Run 1, supply network:
The bar under the picture is 20 um long. Pins as bars on the die edge.
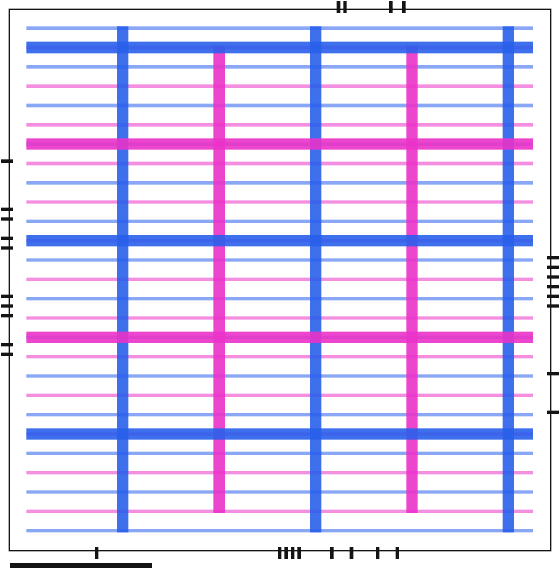
Run 1, placed cells, one colour a class:
The bar under the picture is 20 um long.
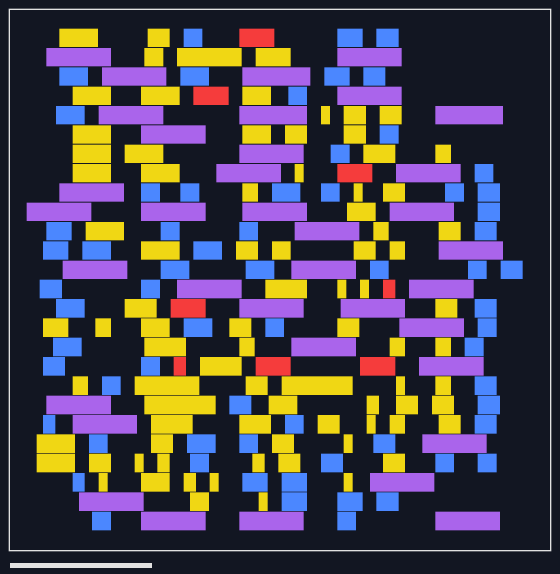
Run 1, clock network drawn from the DEF:
The bar under the picture is 20 um long.
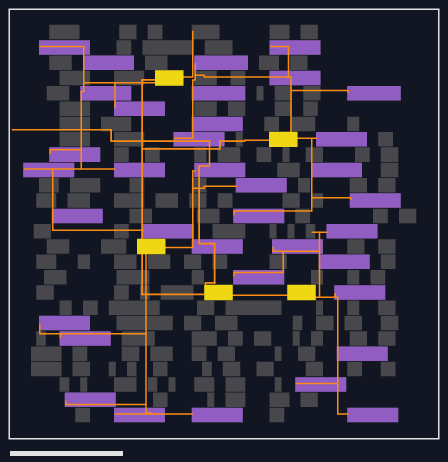
==> src/rtl/demux_1to2_stream.sv <==
// demux_1to2_stream: streaming 1-to-2 demultiplexer with one FIFO per output.
//
// Each input beat goes to out0 or out1, chosen by the sel value that arrives
// with the beat. Each output has its own FIFO, so a stalled consumer does not
// block or drop beats meant for the other output.
//
// Ports
//   clk, reset_n          : rising-edge clock; asynchronous active-low reset
//   in, sel, in_valid     : producer beat and its destination (0 -> out0, 1 -> out1)
//   in_ready              : beat accepted this cycle (~full of the selected FIFO)
//   outK, outK_valid      : head of FIFO K and its non-empty flag
//   outK_ready            : consumer K pops the head
//   cnt0, cnt1            : wrapping count of beats delivered on each output

// Per-output FIFO with a delivered-beat counter.
//   i_push    : write i_data (ignored while full)
//   i_pop_rdy : consumer ready; pops only when the FIFO is non-empty
//   o_data    : head entry (combinational read of registered storage)
//   o_valid   : registered non-empty flag
//   o_full    : registered full flag
//   o_cnt     : delivered beats, wraps at 2^CNT_W
module demux_1to2_stream_fifo #(
  parameter int WIDTH = 2,
  parameter int DEPTH = 2,
  parameter int CNT_W = 8
) (
  input  logic             clk,
  input  logic             reset_n,
  input  logic             i_push,
  input  logic [WIDTH-1:0] i_data,
  input  logic             i_pop_rdy,
  output logic             o_full,
  output logic             o_valid,
  output logic [WIDTH-1:0] o_data,
  output logic [CNT_W-1:0] o_cnt
);
  localparam int AW = $clog2(DEPTH);
  localparam logic [AW:0] FULL_OCC = (AW+1)'(DEPTH);

  logic [DEPTH-1:0][WIDTH-1:0] r_mem;
  logic [AW-1:0]               r_wptr, r_rptr;
  logic [AW:0]                 r_occ;
  logic                        r_full, r_valid;
  logic [CNT_W-1:0]            r_cnt;
  logic [AW:0]                 w_occ_nxt;
  logic                        w_push, w_pop;

  // Push is gated by full locally as well, so the FIFO never overwrites even
  // if the caller misbehaves. Pop needs a non-empty FIFO.
  assign w_push = i_push & ~r_full;
  assign w_pop  = i_pop_rdy & r_valid;

  always_comb begin
    w_occ_nxt = r_occ;
    case ({w_push, w_pop})
      2'b10:   w_occ_nxt = r_occ + 1'b1;
      2'b01:   w_occ_nxt = r_occ - 1'b1;
      default: w_occ_nxt = r_occ;
    endcase
  end

  always_ff @(posedge clk or negedge reset_n) begin
    if (!reset_n) begin
      r_mem   <= '0;
      r_wptr  <= '0;
      r_rptr  <= '0;
      r_occ   <= '0;
      r_full  <= 1'b0;
      r_valid <= 1'b0;
      r_cnt   <= '0;
    end else begin
      if (w_push) begin
        r_mem[r_wptr] <= i_data;
        r_wptr        <= r_wptr + 1'b1;  // DEPTH is a power of two: natural wrap
      end
      if (w_pop) begin
        r_rptr <= r_rptr + 1'b1;
        r_cnt  <= r_cnt + 1'b1;
      end
      r_occ   <= w_occ_nxt;
      r_full  <= (w_occ_nxt == FULL_OCC);
      r_valid <= (w_occ_nxt != '0);
    end
  end

  assign o_full  = r_full;
  assign o_valid = r_valid;
  assign o_data  = r_mem[r_rptr];
  assign o_cnt   = r_cnt;
endmodule

module demux_1to2_stream #(
  parameter int WIDTH = 2,
  parameter int DEPTH = 2,
  parameter int CNT_W = 8
) (
  input  logic             clk,
  input  logic             reset_n,
  input  logic [WIDTH-1:0] in,
  input  logic             sel,
  input  logic             in_valid,
  output logic             in_ready,
  output logic [WIDTH-1:0] out0,
  output logic             out0_valid,
  input  logic             out0_ready,
  output logic [WIDTH-1:0] out1,
  output logic             out1_valid,
  input  logic             out1_ready,
  output logic [CNT_W-1:0] cnt0,
  output logic [CNT_W-1:0] cnt1
);
  logic [1:0]            w_full, w_valid, w_rdy, w_push;
  logic [1:0][WIDTH-1:0] w_data;
  logic [1:0][CNT_W-1:0] w_cnt;
  logic                  w_acc;

  // Ready looks only at sel and the registered full flags, so a full FIFO
  // stays not-ready even in a cycle where it is being popped. The reset_n
  // term holds ready low while reset is asserted.
  assign in_ready = reset_n & ~w_full[sel];

  // in_valid is ANDed in first so an idle cycle with X on sel/in cannot push.
  assign w_acc     = in_valid & in_ready;
  assign w_push[0] = w_acc & ~sel;
  assign w_push[1] = w_acc &  sel;
  assign w_rdy     = {out1_ready, out0_ready};

  for (genvar k = 0; k < 2; k++) begin : g_out
    demux_1to2_stream_fifo #(
      .WIDTH(WIDTH),
      .DEPTH(DEPTH),
      .CNT_W(CNT_W)
    ) u_fifo (
      .clk      (clk),
      .reset_n  (reset_n),
      .i_push   (w_push[k]),
      .i_data   (in),
      .i_pop_rdy(w_rdy[k]),
      .o_full   (w_full[k]),
      .o_valid  (w_valid[k]),
      .o_data   (w_data[k]),
      .o_cnt    (w_cnt[k])
    );
  end

  assign out0       = w_data[0];
  assign out1       = w_data[1];
  assign out0_valid = w_valid[0];
  assign out1_valid = w_valid[1];
  assign cnt0       = w_cnt[0];
  assign cnt1       = w_cnt[1];
endmodule

==> config.mk <==
export PLATFORM = sky130hd
export DESIGN_NAME = demux_1to2_stream
export DESIGN_NICKNAME = d
export VERILOG_FILES = /design/src/rtl/demux_1to2_stream.sv
export SDC_FILE = /design/constraint.sdc
export NUM_CORES = 1
export LEC_CHECK = 0
export CAP_MARGIN = 20
export CELL_PAD_IN_SITES_DETAIL_PLACEMENT = 2
export CELL_PAD_IN_SITES_GLOBAL_PLACEMENT = 2
export CORE_MARGIN = 2
export CORE_UTILIZATION = 30
export DETAILED_ROUTE_END_ITERATION = 10
export PLACE_DENSITY = 0.77
export REMOVE_ABC_BUFFERS = 1
export SETUP_SLACK_MARGIN = 0.2
export SLEW_MARGIN = 20
export SYNTH_ARGS = -nofsm -noshare
export SYNTH_HDL_FRONTEND = slang
export SYNTH_HIERARCHICAL = 1
export SYNTH_SLANG_ARGS = --single-unit
==> constraint.sdc <==
create_clock -name clk -period 1.6 [get_ports clk]
set_clock_uncertainty 0.05 [all_clocks]
set_input_delay 0.32 -clock clk [delete_from_list [all_inputs] [get_ports clk]]
set_output_delay 0.32 -clock clk [all_outputs]
set_load 0.01 [all_outputs]
==> flow_metrics.py, run 1 <==
# Generated from Yosys and OpenROAD reports
metrics = {
    "outcome": {
        "outcome": "finished with violations",
        "failed_checks": "setup timing",
    },
    "floorplan": {
        "boundaryPins": 31,
        "chipArea_um2": 5780,
        "fp_util": 0.308,
    },
    "setup_path": {
        "crit_path_top_delay_cell": "dfrtp_2",
        "r2r-start": "g_out[0].u_fifo/o_full",
        "criticalPathCategory": "reg -> reg",
        "cp.arrival_ns": 1.96,
        "critPathRequiredTime_ns": 1.76,
        "path_delay_family": "simple AND/OR/NAND/NOR gates",
        "cp.depth": 6,
        "cp_max_fo": 3,
        "endpoint": "g_out[0].u_fifo/o_full",
        "crit_buf_inv": 0,
        "ff2ff_path_depth": 6,
        "r2r_slack_ns": -0.19,
        "start_kind": "flip-flop",
        "crit_path_start": "g_out[0].u_fifo/o_full",
        "r2r_end": "g_out[0].u_fifo/o_full",
        "cpPeakStageDelay_ns": 0.46,
        "endpoint_kind": "flip-flop",
        "cp_cell_sequence": "nor3_4 > nand2b_4 > ha_4 > xnor2_4 > or3_4 > a21oi_2",
    },
    "timing": {
        "max_freq_ghz": 0.558,
        "max-slew-margin-rel": 0.681,
        "hold_slack_ns": 0.142,
        "finalClockPeriodUsage": 1.12,
        "postLayoutSetupSlackWorst_ns": -0.194,
        "setup_viol": 13,
        "rsz0062_at_grt": "yes",
        "tightestPinTransition_ns": 0.478,
        "hold_violations": 0,
        "slew_viol_final": 0,
        "finalWorstPathRequiredPeriod_ns": 1.79,
        "fin_tns_setup_ns": -1.08,
    },
    "pwr": {
        "power_density_nw_per_um2": 1960,
        "power_mw": 4.87,
        "sequentialPower_mw": 1.69,
        "p_int_mw": 3.13,
        "p_sw_mw": 1.74,
        "power.group.top": "combinational logic",
        "p_leak_nw": 1.18,
        "p_seq_frac": 0.347,
        "comb_power_mw": 2.49,
        "p_comb_frac": 0.511,
        "switching_share": 0.358,
    },
    "placed_design": {
        "gp_congestion": 0.824,
        "place_area_um2": 2060,
        "dp.cells": 236,
        "detailed_place_hpwl_um": 3000,
        "portBuffers": 30,
        "post-place-ws_ns": -0.686,
    },
    "yosys": {
        "top_cell_area_share": 0.579,
        "ys_sh_simple": 0.132,
        "ys_cells": 120,
        "logic_family": "simple AND/OR/NAND/NOR gates",
        "yosysUniqueCellTypes": 21,
        "muxShareOfSynthArea": 0.108,
        "synth_area_um2": 1560,
        "synth_flops": 36,
        "xor_share": 0.124,
        "aoi_share": 0.0177,
        "synth_top_cell_by_area": "dfrtp_1",
        "synthCells": 120,
        "synth_warnings": 6,
        "area_leaders": "dfrtp_1 (58%), xnor2_1 (11%), mux2_2 (10%)",
        "avgSynthCellArea_um2": 13.0,
        "yosysSeqAreaShare": 0.579,
        "synth-adder-area-share": 0.0322,
        "synth-area-yosys_um2": 1560,
    },
    "cts": {
        "postCtsSetupBuffers": 12,
        "cts_hold_buf": 0,
        "numCtsBuffers": 5,
        "cts_resized": 64,
        "cts_buffer_depth": 2,
        "cts_max_level": 2,
        "cts.sinks": 36,
        "root_buffer": "clkbuf_8",
        "cts.clk_slew.worst_paths_ns": 0.08,
        "cts_tree": "yes",
    },
    "detailed_routing": {
        "detail-route-antenna-nets": 0,
        "via_per_inst": 4.57,
        "drc": 0,
        "wl_met1_um": 1870,
        "drtIter0Drc": 56,
        "dr_wl_met2_um": 2840,
        "dr_wl_met3_um": 158,
        "top_layer_used": "met4",
        "dr.pass1.iters": 2,
        "wl_per_cell_um": 18.9,
        "drt_wl_total_um": 4970,
        "vias": 1202,
    },
    "job": {
        "drv_cap": 0,
        "warning_count": 27,
    },
    "cells_and_area": {
        "drive_gt1_frac": 0.440,
        "fin_cells": 263,
        "nets": 204,
        "diodes": 0,
        "area_growth_pct": 59.8,
    },
    "global_routing": {
        "grtUsageMet1": 0.187,
        "grt_max_degree": 37,
        "grt_overflow": 0,
        "track_usage": 0.168,
        "busiest_layer": "met2",
        "gr-usage-met2": 0.307,
        "first_global_vias": 1423,
        "grt.met3_usage": 0.0521,
        "grt_pass1_wl_um": 7530,
        "antenna_found_initial": 0,
    },
    "min_path": {
        "hold_path_class": "in -> async",
    },
}
-- 'supply network' (at the start) --
[blue] VSS
[magenta] VDD
met4 straps: 5
signal pins: 31
met1 rails: 27
rows: 26
met5 straps: 5
Die Wd: 76 um
core area: 5040 um^2
maximum vdd drop: 0.821 mV

-- 'placed cells, one colour a class' (at the start) --
[red] clock drivers and dummy loads | cells: 8
[blue] other buffers and delay cells | cells: 65
[purple] flops | cells: 36
[yellow] combinational and other logic | cells: 84
design area: 2480 um^2
sequential cell area share: 0.364
final core area utilization: 0.493
Cell Rows: 26

-- 'clock network drawn from the DEF' (at the start) --
[purple] flip-flops | count: 36
[yellow] clock drivers | count: 5
[orange] clock wires | length: 560 um
flops lie: all over the die
Power Clock: 0.694 mW
Clk network pwr share: 0.143
clk_lat worst skew: 0.29 ns

## run 1: cell usage in the layout (no fill, tap or decap), types with 2 or more instances in the layout
cell / n
a21oi_2: 2
and3_1: 2
and4_1: 2
buf_2: 2
buf_4: 27
buf_6: 12
clkbuf_8: 6
clkdlybuf4s15_1: 4
clkdlybuf4s50_1: 4
clkinv_2: 2
dfrtp_1: 33
dfrtp_2: 3
dlygate4sd2_1: 16
ha_1: 2
ha_4: 2
inv_1: 3
mux2_2: 2
mux2_4: 12
nand2_1: 9
nand2_2: 2
nand3_1: 2
nand3b_1: 3
nand4_1: 5
nor2_4: 2
or3_4: 2
xnor2_1: 15
xnor2_2: 3
xnor2_4: 2
xor2_1: 2
## run 1: cells in the mapped netlist
cell type	number
a21oi_2	2
and2_1	1
and3_1	2
and4_1	2
dfrtp_1	36
ha_1	4
inv_1	3
mux2_2	14
mux2i_1	1
nand2_1	11
nand2b_1	2
nand3_1	2
nand3b_1	3
nand4_1	5
nor2_1	3
nor3_1	2
nor3b_1	1
o21ai_0	2
or3_4	2
xnor2_1	20
xor2_1	2
## run 1: sequential cells by signal (all words and copies together) (netlist names)
| name | cells |
|---|---|
| g_out.u_fifo/o_cnt | 16 |
| g_out.u_fifo/o_full | 2 |
| g_out.u_fifo/o_valid | 2 |
| g_out.u_fifo/r_mem | 8 |
| g_out.u_fifo/r_occ | 4 |
| g_out.u_fifo/r_rptr | 2 |
| g_out.u_fifo/r_wptr | 2 |
## run 1: cell type report
type,instances,area (um^2)
fill,514,2560
sequential,36,905
multi-input combinational,81,821
timing repair buffer,65,568
tap,70,87.6
clock buffer,6,82.6
inverter,3,11.3
clock inverter,2,10.0
==> run 2, diff against run 1 <==
Settings changed: PLACE_DENSITY 0.77 to 0.84.
==> flow_metrics.py, run 2 <==
# Generated from Yosys and OpenROAD reports
metrics = {
    "pwr": {
        "switching_share": 0.375,
        "comb_power_mw": 2.56,
        "power.group.top": "combinational logic",
        "powerClk_mw": 0.683,
        "p_leak_nw": 1.17,
        "ir_drop_mv": 0.929,
        "power_density_nw_per_um2": 1990,
        "p_int_mw": 3.10,
        "p_seq_frac": 0.347,
        "power_mw": 4.96,
        "p_comb_frac": 0.515,
        "pwr-share-clk": 0.138,
        "p_sw_mw": 1.86,
        "sequentialPower_mw": 1.72,
    },
    "timing": {
        "slew_viol_final": 0,
        "max-slew-margin-rel": 0.689,
        "postLayoutSetupSlackWorst_ns": -0.169,
        "hold_violations": 0,
        "hold_slack_ns": 0.157,
        "fin_tns_setup_ns": -1.11,
        "tightestPinTransition_ns": 0.467,
        "finalWorstPathRequiredPeriod_ns": 1.77,
        "max_freq_ghz": 0.565,
        "finalClockPeriodUsage": 1.11,
        "rsz0062_at_grt": "yes",
        "setup_viol": 14,
    },
    "yosys": {
        "synth_top_cell_by_count": "dfrtp_1",
        "ys_sh_simple": 0.132,
        "synth_flops": 36,
        "yosys_most_used_dff": "dfrtp_1",
        "synthCells": 120,
        "synth_area_um2": 1560,
        "muxShareOfSynthArea": 0.108,
        "common_cells": "dfrtp_1 (36), xnor2_1 (20), mux2_2 (14)",
        "xor_share": 0.124,
        "aoi_share": 0.0177,
        "synth-adder-area-share": 0.0322,
        "synth_warnings": 6,
        "logic_family": "simple AND/OR/NAND/NOR gates",
        "synth-edff-count": 0,
        "top_cell_area_share": 0.579,
        "avgSynthCellArea_um2": 13.0,
        "yosysUniqueCellTypes": 21,
        "synth_top_cell_by_area": "dfrtp_1",
        "ys_cells": 120,
        "synth-area-yosys_um2": 1560,
        "area_leaders": "dfrtp_1 (58%), xnor2_1 (11%), mux2_2 (10%)",
        "yosysSeqAreaShare": 0.579,
        "async_flop_share": 1.00,
    },
    "detailed_routing": {
        "dr.pass1.iters": 3,
        "via_per_inst": 4.75,
        "drc": 0,
        "drtIter0Drc": 34,
        "detail-route-antenna-nets": 0,
    },
    "cells_and_area": {
        "finalInstanceArea_um2": 2490,
        "layout_top_cells": "dfrtp_1 (33), buf_4 (33), dlygate4sd2_1 (18)",
        "comb_area_um2": 817,
        "area_growth_pct": 60.3,
        "seqCellArea_um2": 905,
        "nets": 208,
        "diodes": 0,
        "drive_gt1_frac": 0.447,
        "largest_reg_flops": 16,
    },
    "cts": {
        "cts_buffer_depth": 2,
        "cts_resized": 63,
        "root_buffer": "clkbuf_8",
        "cts_tree": "yes",
        "numCtsBuffers": 5,
        "cts.sinks": 36,
        "cts_max_level": 2,
        "postCtsSetupBuffers": 18,
        "cts.clk_slew.worst_paths_ns": 0.07,
        "cts_hold_buf": 0,
        "clk_latency_ns": 0.29,
    },
    "global_routing": {
        "grt_overflow": 0,
        "antenna_found_initial": 0,
        "grt_pass1_wl_um": 8020,
        "first_global_vias": 1428,
        "grt_max_degree": 37,
    },
    "job": {
        "drv_cap": 0,
        "warning_count": 27,
    },
    "floorplan": {
        "std_cell_rows": 26,
        "chipArea_um2": 5780,
        "fp_util": 0.308,
        "die_y_um": 76,
        "die_width_um": 76,
        "coreArea_um2": 5040,
        "boundaryPins": 31,
    },
    "setup_path": {
        "r2r_slack_ns": -0.17,
        "ff2ff_path_depth": 6,
        "critPathRequiredTime_ns": 1.77,
        "r2r-start": "g_out[1].u_fifo/o_full",
        "cp.arrival_ns": 1.94,
        "cp_max_fo": 3,
        "start_kind": "flip-flop",
        "endpoint_kind": "flip-flop",
        "criticalPathCategory": "reg -> reg",
        "r2r_end": "g_out[1].u_fifo/o_full",
    },
    "min_path": {
        "hold_path_class": "in -> async",
    },
    "placed_design": {
        "dp.cells": 232,
        "post-place-ws_ns": -0.755,
        "gp_congestion": 0.700,
        "portBuffers": 30,
        "place_area_um2": 2030,
        "detailed_place_hpwl_um": 2900,
    },
    "outcome": {
        "failed_checks": "setup timing",
        "outcome": "finished with violations",
    },
}
[run 2: cell counts after synthesis]
Identical to the previous run, type by type.
[run 2: how the worst max path moves through the flow]
| stage | slack, ns | start | to | cells after the start |
|---|---|---|---|---|
| 2_1_floorplan | -0.11 | g_out[0].u_fifo/o_full | g_out[0].u_fifo/o_full | 5 |
| 3_3_place_gp | -0.58 | in_valid | g_out[1].u_fifo/o_full | 7 |
| 3_5_place_dp | -0.75 | in_valid | g_out[1].u_fifo/o_full | 7 |
| 4_1_cts | -0.17 | g_out[1].u_fifo/o_full | g_out[1].u_fifo/o_full | 6 |
| 5_1_grt | -0.22 | g_out[1].u_fifo/o_full | g_out[1].u_fifo/o_full | 6 |
| 6_report | -0.17 | g_out[1].u_fifo/o_full | g_out[1].u_fifo/o_full | 6 |
[run 2: per-layer routing]
metal	routed length, um	share of wire	GRT usage
met1	2120	0.37	0.192
met2	3340	0.59	0.345
met3	164	0.029	0.0509
met4	74	0.013	0.0836
met5	0	0	0
[run 2: kinds of logic (layout without fill, tap and decap cells)]
logic type | Yosys count | in the layout
adder cells (fa/ha/maj) | 4 | 4
buffers and inverters | 3 | 80
XOR/XNOR | 22 | 22
AND-OR/OR-AND | 4 | 4
flip-flops | 36 | 36
multiplexers | 15 | 15
AND/OR/NAND/NOR | 36 | 36
[run 2: cell type report]
class                   count  area share
flip-flops and latches     36       0.363
repair buffers             69       0.234
well taps                  70      0.0351
clock buffers               8      0.0361
multi-input cells          81       0.328
inverters                   3     0.00452
[run 2: critical path, stage by stage (launching register included)]
cell      delay, ns
dfrtp_1        0.43
buf_4          0.16
nand2b_1       0.20
ha_4           0.20
xnor2_2        0.14
or3_4          0.37
a21oi_4        0.14
Run 2, signal wires by layer:
Two of the layers only.
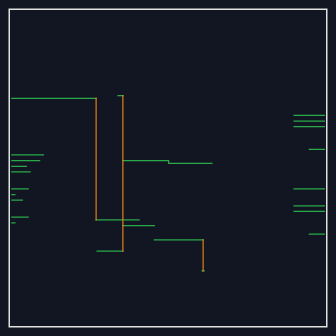
[green] metal 3 | wire length: 164 um
[orange] metal 4 | wire length: 74.1 um
All-Layer GR Usage: 0.185
total wire length: 5700 um
per-cell routed wire length: 21.3 um
via count: 1268

Run 2, placed standard cells:
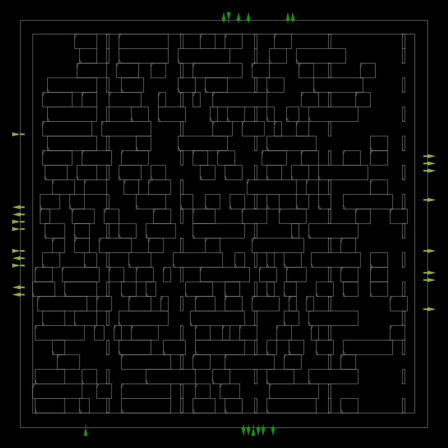
post-route insts no fill: 267
Fill cells: 499
sequential cell area share: 0.363
final core area utilization: 0.495

==> run 3, diff against run 2 <==
Settings changed: CORE_UTILIZATION 30 to 35, CTS_BUF_LIST set to sky130_fd_sc_hd__clkbuf_8, PLACE_DENSITY 0.84 to 0.91.
Clock period 1.6 ns to 1.65 ns, I/O delays scaled along.
==> flow_metrics.py, run 3 <==
# Generated from Yosys and OpenROAD reports
metrics = {
    "global_routing": {
        "grt_overflow": 0,
        "grt_pass1_wl_um": 7920,
        "grt.met3_usage": 0.0413,
        "first_global_vias": 1379,
        "gr-usage-met2": 0.394,
        "grt_max_degree": 37,
        "antenna_found_initial": 0,
        "grtUsageMet1": 0.258,
        "busiest_layer": "met2",
    },
    "yosys": {
        "avgSynthCellArea_um2": 13.0,
        "synth-area-yosys_um2": 1560,
        "area_leaders": "dfrtp_1 (58%), xnor2_1 (11%), mux2_2 (10%)",
        "synth_area_um2": 1560,
        "synth_top_cell_by_area": "dfrtp_1",
        "async_flop_share": 1.00,
        "synth-adder-area-share": 0.0322,
        "muxShareOfSynthArea": 0.108,
        "ys_sh_simple": 0.132,
        "synthCells": 120,
        "yosysSeqAreaShare": 0.579,
        "synth_top_cell_by_count": "dfrtp_1",
        "ys_cells": 120,
        "aoi_share": 0.0177,
        "synth_warnings": 6,
        "synth-edff-count": 0,
        "top_cell_area_share": 0.579,
        "logic_family": "simple AND/OR/NAND/NOR gates",
        "common_cells": "dfrtp_1 (36), xnor2_1 (20), mux2_2 (14)",
        "xor_share": 0.124,
        "synth_flops": 36,
        "yosysUniqueCellTypes": 21,
        "yosys_most_used_dff": "dfrtp_1",
    },
    "pwr": {
        "powerClk_mw": 0.570,
        "switching_share": 0.386,
        "p_int_mw": 2.90,
        "pwr-share-clk": 0.121,
        "p_sw_mw": 1.83,
        "comb_power_mw": 2.41,
        "power_density_nw_per_um2": 1960,
        "p_comb_frac": 0.509,
        "p_leak_nw": 1.14,
        "power.group.top": "combinational logic",
        "ir_drop_mv": 0.918,
        "p_seq_frac": 0.370,
        "sequentialPower_mw": 1.75,
    },
    "cells_and_area": {
        "drive_gt1_frac": 0.440,
        "largest_reg_flops": 16,
        "layout_top_cells": "dfrtp_1 (32), dlygate4sd2_1 (20), buf_4 (18)",
        "finalInstanceArea_um2": 2420,
        "layout_top_cell": "dfrtp_1",
        "area_growth_pct": 55.5,
        "nets": 198,
        "diodes": 0,
    },
    "detailed_routing": {
        "wl_met1_um": 2400,
        "dr_wl_met2_um": 3280,
        "drc": 0,
        "drtIter0Drc": 57,
        "dr.pass1.iters": 4,
        "detail-route-antenna-nets": 0,
        "via_per_inst": 5.10,
        "drt_wl_total_um": 5960,
        "wl_per_cell_um": 25.3,
        "dr_wl_met3_um": 173,
        "top_layer_used": "met4",
    },
    "cts": {
        "cts.clk_slew.worst_paths_ns": 0.08,
        "numCtsBuffers": 5,
        "cts.sinks": 36,
        "root_buffer": "clkbuf_8",
        "cts_resized": 83,
        "cts_tree": "yes",
        "cts_max_level": 2,
        "cts_buffer_depth": 2,
        "cts_hold_buf": 0,
        "postCtsSetupBuffers": 10,
        "clk_latency_ns": 0.29,
    },
    "timing": {
        "postLayoutSetupSlackWorst_ns": -0.157,
        "max-slew-margin-rel": 0.687,
        "hold_violations": 0,
        "tightestPinTransition_ns": 0.470,
        "max_freq_ghz": 0.554,
        "slew_viol_final": 0,
        "rsz0062_at_grt": "yes",
        "finalClockPeriodUsage": 1.09,
        "finalWorstPathRequiredPeriod_ns": 1.81,
        "fin_tns_setup_ns": -0.899,
        "setup_viol": 9,
    },
    "setup_path": {
        "r2r-start": "g_out[0].u_fifo/o_full",
        "crit_path_top_delay_cell": "or3_4",
        "critPathRequiredTime_ns": 1.81,
        "crit_buf_inv": 1,
        "path_delay_family": "simple AND/OR/NAND/NOR gates",
        "cp_max_fo": 3,
        "start_kind": "input port",
        "r2r_slack_ns": -0.15,
        "ff2ff_path_depth": 6,
        "r2r_end": "g_out[0].u_fifo/o_full",
        "cp_cell_sequence": "dlygate4sd2_1 > nand2_2 > nor3_4 > nand2b_4 > ha_4 > xnor2_4 > or3_4 > a21oi_4",
        "criticalPathCategory": "in -> reg",
        "cpPeakStageDelay_ns": 0.46,
        "cp.arrival_ns": 1.97,
        "endpoint_kind": "flip-flop",
    },
    "job": {
        "warning_count": 27,
        "drv_cap": 0,
    },
    "outcome": {
        "failed_checks": "setup timing",
        "outcome": "finished with violations",
    },
    "floorplan": {
        "die_width_um": 70.7,
        "boundaryPins": 31,
        "chipArea_um2": 4990,
        "fp_util": 0.360,
        "coreArea_um2": 4320,
        "die_y_um": 70.7,
        "std_cell_rows": 24,
    },
    "placed_design": {
        "gp_congestion": 0.678,
        "detailed_place_hpwl_um": 2830,
        "place_area_um2": 2010,
        "portBuffers": 30,
    },
    "min_path": {
        "hold_path_class": "in -> async",
    },
}
[run 3: worst max-delay path by stage]
| stage | startpoint | end | slack, ns | cells after the start |
|---|---|---|---|---|
| 6_report | in_valid | g_out[0].u_fifo/o_full | -0.16 | 8 |
| 5_1_grt | g_out[1].u_fifo/o_full | g_out[1].u_fifo/o_full | -0.20 | 6 |
| 2_1_floorplan | g_out[0].u_fifo/o_full | g_out[0].u_fifo/o_full | -0.06 | 5 |
| 3_5_place_dp | sel | g_out[1].u_fifo/o_full | -0.66 | 6 |
| 3_3_place_gp | in_valid | g_out[0].u_fifo/o_full | -0.55 | 7 |
| 4_1_cts | g_out[1].u_fifo/o_full | g_out[1].u_fifo/o_full | -0.07 | 6 |
[run 3: per-stage QoR]
step / utilization / setup WS, ns / std cells / hold WS, ns / total power [mW]
after global routing: 0.559 / -0.200 / 236 / 0.214 / 4.96
after floorplan: - / -0.0584 / 120 / -0.0156 / 2.43
after detailed placement: 0.466 / -0.657 / 215 / 0.419 / 3.34
after CTS: 0.536 / -0.0694 / 230 / 0.199 / 4.36
after global placement: 0.466 / -0.549 / 215 / 0.412 / 3.18
final: 0.559 / -0.157 / 236 / 0.178 / 4.73
[run 3: cells by family after synthesis]
| family | Yosys count |
|---|---|
| DFF | 36 |
| buffers and inverters | 3 |
| xor gates and xnor gates | 22 |
| AOI/OAI and AO/OA | 4 |
| and+or+nand+nor | 36 |
| adders and majority gates | 4 |
| muxes | 15 |
[run 3: layout make-up]
type                    count  area, um^2  share of cell area
flip-flops and latches     36         906               0.375
well taps                  52        65.1              0.0269
inverters                   3        11.3             0.00466
multi-input cells          81         836               0.346
repair buffers             59         532               0.220
clock buffers               5        68.8              0.0285
Run 3, placed standard cells:
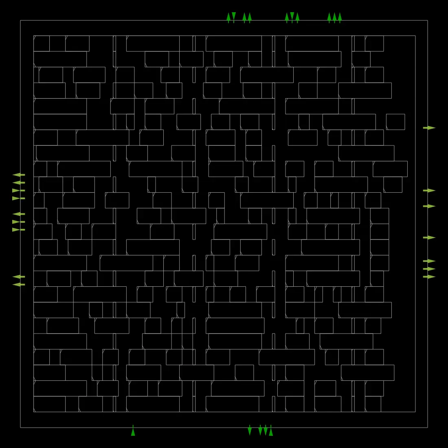
Fill cells: 393
# Taps: 52
post-route insts no fill: 236
seq_cells: 36

Run 3, signal wires by layer:
Two of the layers only.
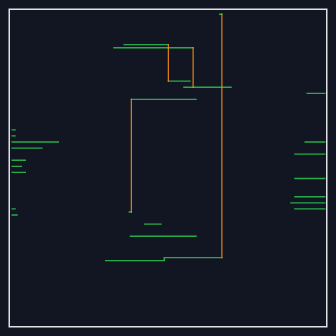
[green] metal 3 | wire length: 174 um
[orange] metal 4 | wire length: 96.6 um
All-Layer GR Usage: 0.217
via count: 1203

Power is estimated from default activity; no workload was simulated.
